m1.png
Scale bar: 20 µm.
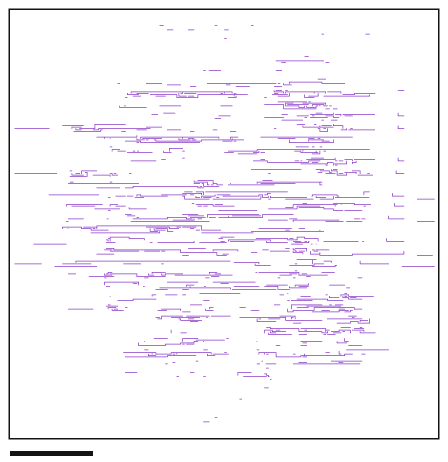
m2.png
Scale bar: 20 µm.
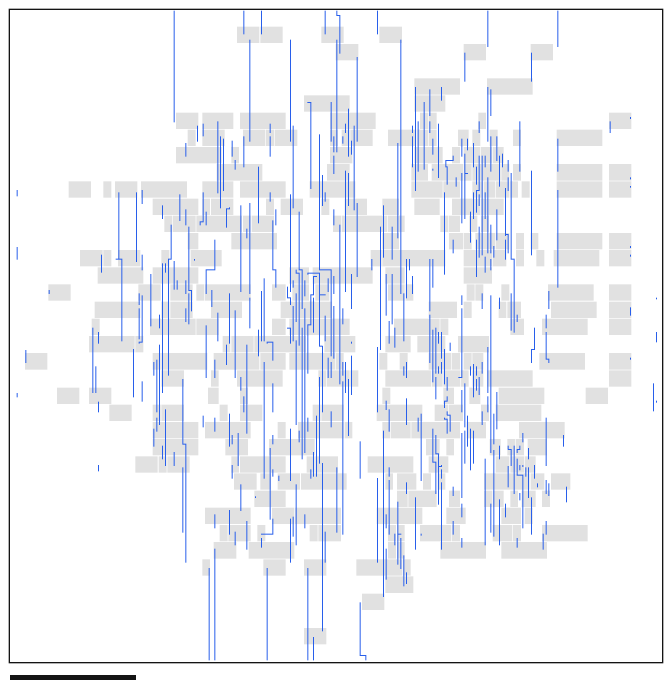
m3.png
Scale bar: 20 µm.
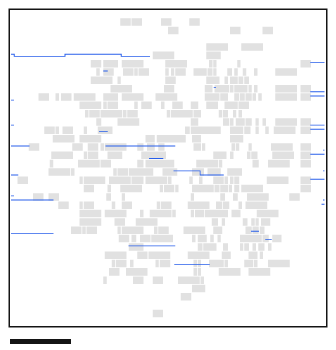
[config.mk]
export PLATFORM = sky130hd
export DESIGN_NAME = seg7_scan_ctrl
export DESIGN_NICKNAME = d
export VERILOG_FILES = /design/src/rtl/seg7_scan_ctrl.sv
export SDC_FILE = /design/constraint.sdc
export NUM_CORES = 1
export LEC_CHECK = 0
export CAP_MARGIN = 20
export CORE_MARGIN = 2
export CORE_UTILIZATION = 25
export CTS_CLUSTER_SIZE = 40
export DETAILED_ROUTE_END_ITERATION = 6
export GPL_TIMING_DRIVEN = 0
export PLACE_DENSITY = 0.5
export SLEW_MARGIN = 25
export SYNTH_ARGS = -nofsm -noshare
export SYNTH_HDL_FRONTEND = slang
export SYNTH_HIERARCHICAL = 1
export SYNTH_SLANG_ARGS = --single-unit
[constraint.sdc]
create_clock -name clk_i -period 2.2 [get_ports clk_i]
set_input_delay 0.22 -clock clk_i [delete_from_list [all_inputs] [get_ports clk_i]]
set_output_delay 0.22 -clock clk_i [all_outputs]
set_load 0.02 [all_outputs]
[src/rtl/seg7_scan_ctrl.sv]
`default_nettype none
// +--------------------------------------------------------------------------+
// | seg7_scan_ctrl : multiplexed 7-segment scanner, frame-buffered BCD value  |
// | Revision: 1.0                                                             |
// +--------------------------------------------------------------------------+

module seg7_scan_ctrl #(
  parameter int DIGITS = 4,
  parameter int DIV    = 1000,
  parameter int GUARD  = 16
) (
  input  logic                  clk_i,
  input  logic                  rst_i,
  input  logic                  load_i,
  input  logic [4*DIGITS-1:0]   value_i,
  input  logic                  blank_lz_i,
  output logic [DIGITS-1:0]     dig_en_o,
  output logic [6:0]            seg_o,
  output logic                  pending_o,
  output logic                  frame_tick_o
);

  localparam int CW = (DIV > 1) ? $clog2(DIV) : 1;
  localparam int IW = (DIGITS > 1) ? $clog2(DIGITS) : 1;

  typedef enum logic {
    BLANK = 1'b0,
    SHOW  = 1'b1
  } slot_e;

  logic [CW-1:0]          cnt_q, cnt_d;
  logic [IW-1:0]          idx_q, idx_d;
  logic [4*DIGITS-1:0]    shadow_q, shadow_d;
  logic [4*DIGITS-1:0]    disp_q, disp_d;
  logic                   pending_q, pending_d;
  logic                   frame_tick_q, frame_tick_d;
  logic [DIGITS-1:0]      dig_en_q, dig_en_d;
  logic [6:0]             seg_q, seg_d;

  slot_e                  slot;
  logic                   wrap;
  logic                   last_digit;
  logic [3:0]             nibble;
  logic                   lz_blank;
  logic [6:0]             dec_seg;

  assign slot       = (cnt_q >= CW'(GUARD)) ? SHOW : BLANK;
  assign wrap       = (cnt_q == CW'(DIV - 1));
  assign last_digit = (idx_q == IW'(DIGITS - 1));
  assign nibble     = 4'(disp_q >> {idx_q, 2'b00});
  // Digit k is a leading zero when it and every higher nibble are zero.
  assign lz_blank   = blank_lz_i && (idx_q != '0) && ((disp_q >> {idx_q, 2'b00}) == '0);

  bcd_to_7seg u_dec (
    .bcd_i (nibble),
    .seg_o (dec_seg)
  );

  always_comb begin
    cnt_d        = cnt_q + 1'b1;
    idx_d        = idx_q;
    shadow_d     = shadow_q;
    disp_d       = disp_q;
    pending_d    = pending_q;
    frame_tick_d = 1'b0;
    dig_en_d     = '0;
    seg_d        = '0;

    if (wrap) begin
      cnt_d = '0;
      idx_d = last_digit ? '0 : idx_q + 1'b1;
    end

    if (wrap && last_digit) begin
      frame_tick_d = 1'b1;
      if (pending_q) begin
        disp_d    = shadow_q;
        pending_d = 1'b0;
      end
    end

    // A load on the commit cycle must win over the pending clear.
    if (load_i) begin
      shadow_d  = value_i;
      pending_d = 1'b1;
    end

    if (slot == SHOW) begin
      dig_en_d = DIGITS'(1) << idx_q;
      seg_d    = lz_blank ? 7'b0000000 : dec_seg;
    end
  end

  always_ff @(posedge clk_i) begin
    if (rst_i) begin
      cnt_q        <= '0;
      idx_q        <= '0;
      shadow_q     <= '0;
      disp_q       <= '0;
      pending_q    <= 1'b0;
      frame_tick_q <= 1'b0;
      dig_en_q     <= '0;
      seg_q        <= '0;
    end else begin
      cnt_q        <= cnt_d;
      idx_q        <= idx_d;
      shadow_q     <= shadow_d;
      disp_q       <= disp_d;
      pending_q    <= pending_d;
      frame_tick_q <= frame_tick_d;
      dig_en_q     <= dig_en_d;
      seg_q        <= seg_d;
    end
  end

  assign dig_en_o     = dig_en_q;
  assign seg_o        = seg_q;
  assign pending_o    = pending_q;
  assign frame_tick_o = frame_tick_q;

endmodule

// Segment order {a,b,c,d,e,f,g}; non-BCD nibbles decode to all-off.
module bcd_to_7seg (
  input  logic [3:0] bcd_i,
  output logic [6:0] seg_o
);

  always_comb begin
    seg_o = 7'b0000000;
    case (bcd_i)
      4'd0: seg_o = 7'b1111110;
      4'd1: seg_o = 7'b0110000;
      4'd2: seg_o = 7'b1101101;
      4'd3: seg_o = 7'b1111001;
      4'd4: seg_o = 7'b0110011;
      4'd5: seg_o = 7'b1011011;
      4'd6: seg_o = 7'b1011111;
      4'd7: seg_o = 7'b1110000;
      4'd8: seg_o = 7'b1111111;
      4'd9: seg_o = 7'b1111011;
      default: seg_o = 7'b0000000;
    endcase
  end

endmodule

`default_nettype wire

==> metrics.cfg <==
[run_status]
status=finished clean

[finish]
dominant_cells=logic gates
n_all_inverters=9
seq_cell_count=57
stdcell_count=433
sh_comb_area=0.386
layout-drive-gt1-share=0.0967
lay_top_count=nor2_1
logic_area_um2=1210
fillers=1015
nClkBuffers=13
nNonClkBuffers=47
antennaDiodeCount=0
reg_top3=disp_q: 16 flops, shadow_q: 16 flops, cnt_q: 10 flops
seq_share=0.365
layout.nets=325
fin_area_um2=3130
area_delta_synth_final_pct=27.2
flop_area_um2=1140

[setup_path]
r2r-start=idx_q[0]$_SDFFE_PP0N_
worst-path-stages=6
critPathLaunchType=flop
cp.arrival_ps=2300
cpPeakStageDelay_ps=580
endpoint_kind=flop
rr_worst_depth=6
cpMaxStageDelayCell=mux4_2
crit_buf_inv=2
critPathLaunch=idx_q[0]$_SDFFE_PP0N_
crit_type=reg2reg
r2r_slack_ps=130

[final_timing]
layout_setup_ws_ps=131
rsz0062_at_grt=false
slew_headroom=0.535
hold_violations=0
slew_violations=0
finalCritPeriodShare=0.941
setup_viol_count_final=0
fin_worst_skew_ps=7.20

[power]
peakVddDrop_uv=229
fin_total_pwr_mw=2.03
power_density_nw_per_um2=647
pwr-share-seq=0.529
power_frac_clock=0.421
cellInternalPower_mw=1.58

[hold_path]
hp-start=load_i
hold_class=in2reg
min_to=shadow_q[1]$_SDFFE_PP0P_

[route]
wl_per_cell_um=11.4
dr.first_iter.drc_count=75
avgViaCountPerCell=4.15
ant_nets=0
first_pass_iters=4

[placed_design]
dp_cells=414
port-buffer-count=31
place_hpwl_mm=3.62
post_dp_cell_area_um2=2940

[clock_tree]
htree_levels=3
numCtsBuffers=9
cts_max_path_buffers=2
path_clk_slew_ps=60
cts.sinks=57
cts-resized-gates=1
cts_root_buf=clkbuf_8
postCtsHoldBufs=0

[flow_run]
drv_cap=0
warnings=34

[logic_synthesis]
ys_chip_area_um2=2460
ff_type=dfxtp_1
ys_types=34
syn_inst=250
syn_area_per_cell_um2=9.84
synthesis.area_um2=2460
ys_warn_count=6
fp_nets=280
ys_cells=250
ys.flops=57
yosysTopAreaCellShare=0.464
async_flop_share=0

[floorplanning]
chip_area_um2=10700
fp-row-count=36

[global_route]
gr-usage-met1=0.127
grtUsageTotal=0.105
top_usage_layer=met2
grt_pass1_wl_mm=8.41
grt_antenna_before_repair=0
grt_max_degree=11
globalRouteOverflowTotal=0

Back to the opening pictures, m1.png:
The layer holds 49% of the routed length. The wires run mostly horizontal. The layer carries 2,410 µm of wire. The longest straight run is 37.3 µm. 290 nets have wire on it.

Back to the opening pictures, m2.png:
The longest straight run is 40.1 µm. The layer holds 45% of the routed length. The layer carries 2,200 µm of wire.
via count: 1,797
met2 GRT Util: 0.163

Back to the opening pictures, m3.png:
The layer holds 3.9% of the routed length. 22 nets have wire on it. The longest straight run is 22.5 µm. The layer carries 194 µm of wire.
met3 GRT Util: 0.0370
Total Wirelength: 4.93 mm

-- per-layer routing --
| metal | share of wire | up-vias |
|---|---|---|
| met3 | 0.039 | 11 |
| met1 | 0.49 | 820 |
| li1 | - | 935 |
| met2 | 0.45 | 31 |
| met4 | 0.025 | 0 |
| met5 | 0 | - |
-- power groups by stage --
stage	clock network [mW]	logic (mW)	registers (mW)
finish	0.854	0.101	1.07
global route	0.942	0.115	1.07
CTS	0.896	0.104	1.07
detailed placement	0	0.104	1.09
global placement	0	0.101	1.09
floorplan	0	0.0524	1.09
-- cell families after synthesis --
logic type	Yosys count	share of synthesized area
muxes	38	0.179
and+or+nand+nor	95	0.175
adders and majority gates	10	0.0508
DFF	57	0.464
buffers and inverters	22	0.0442
xor gates and xnor gates	9	0.0320
AOI/OAI and AO/OA	19	0.0549
No activity file was given, so power comes from the tool's default toggle rates.
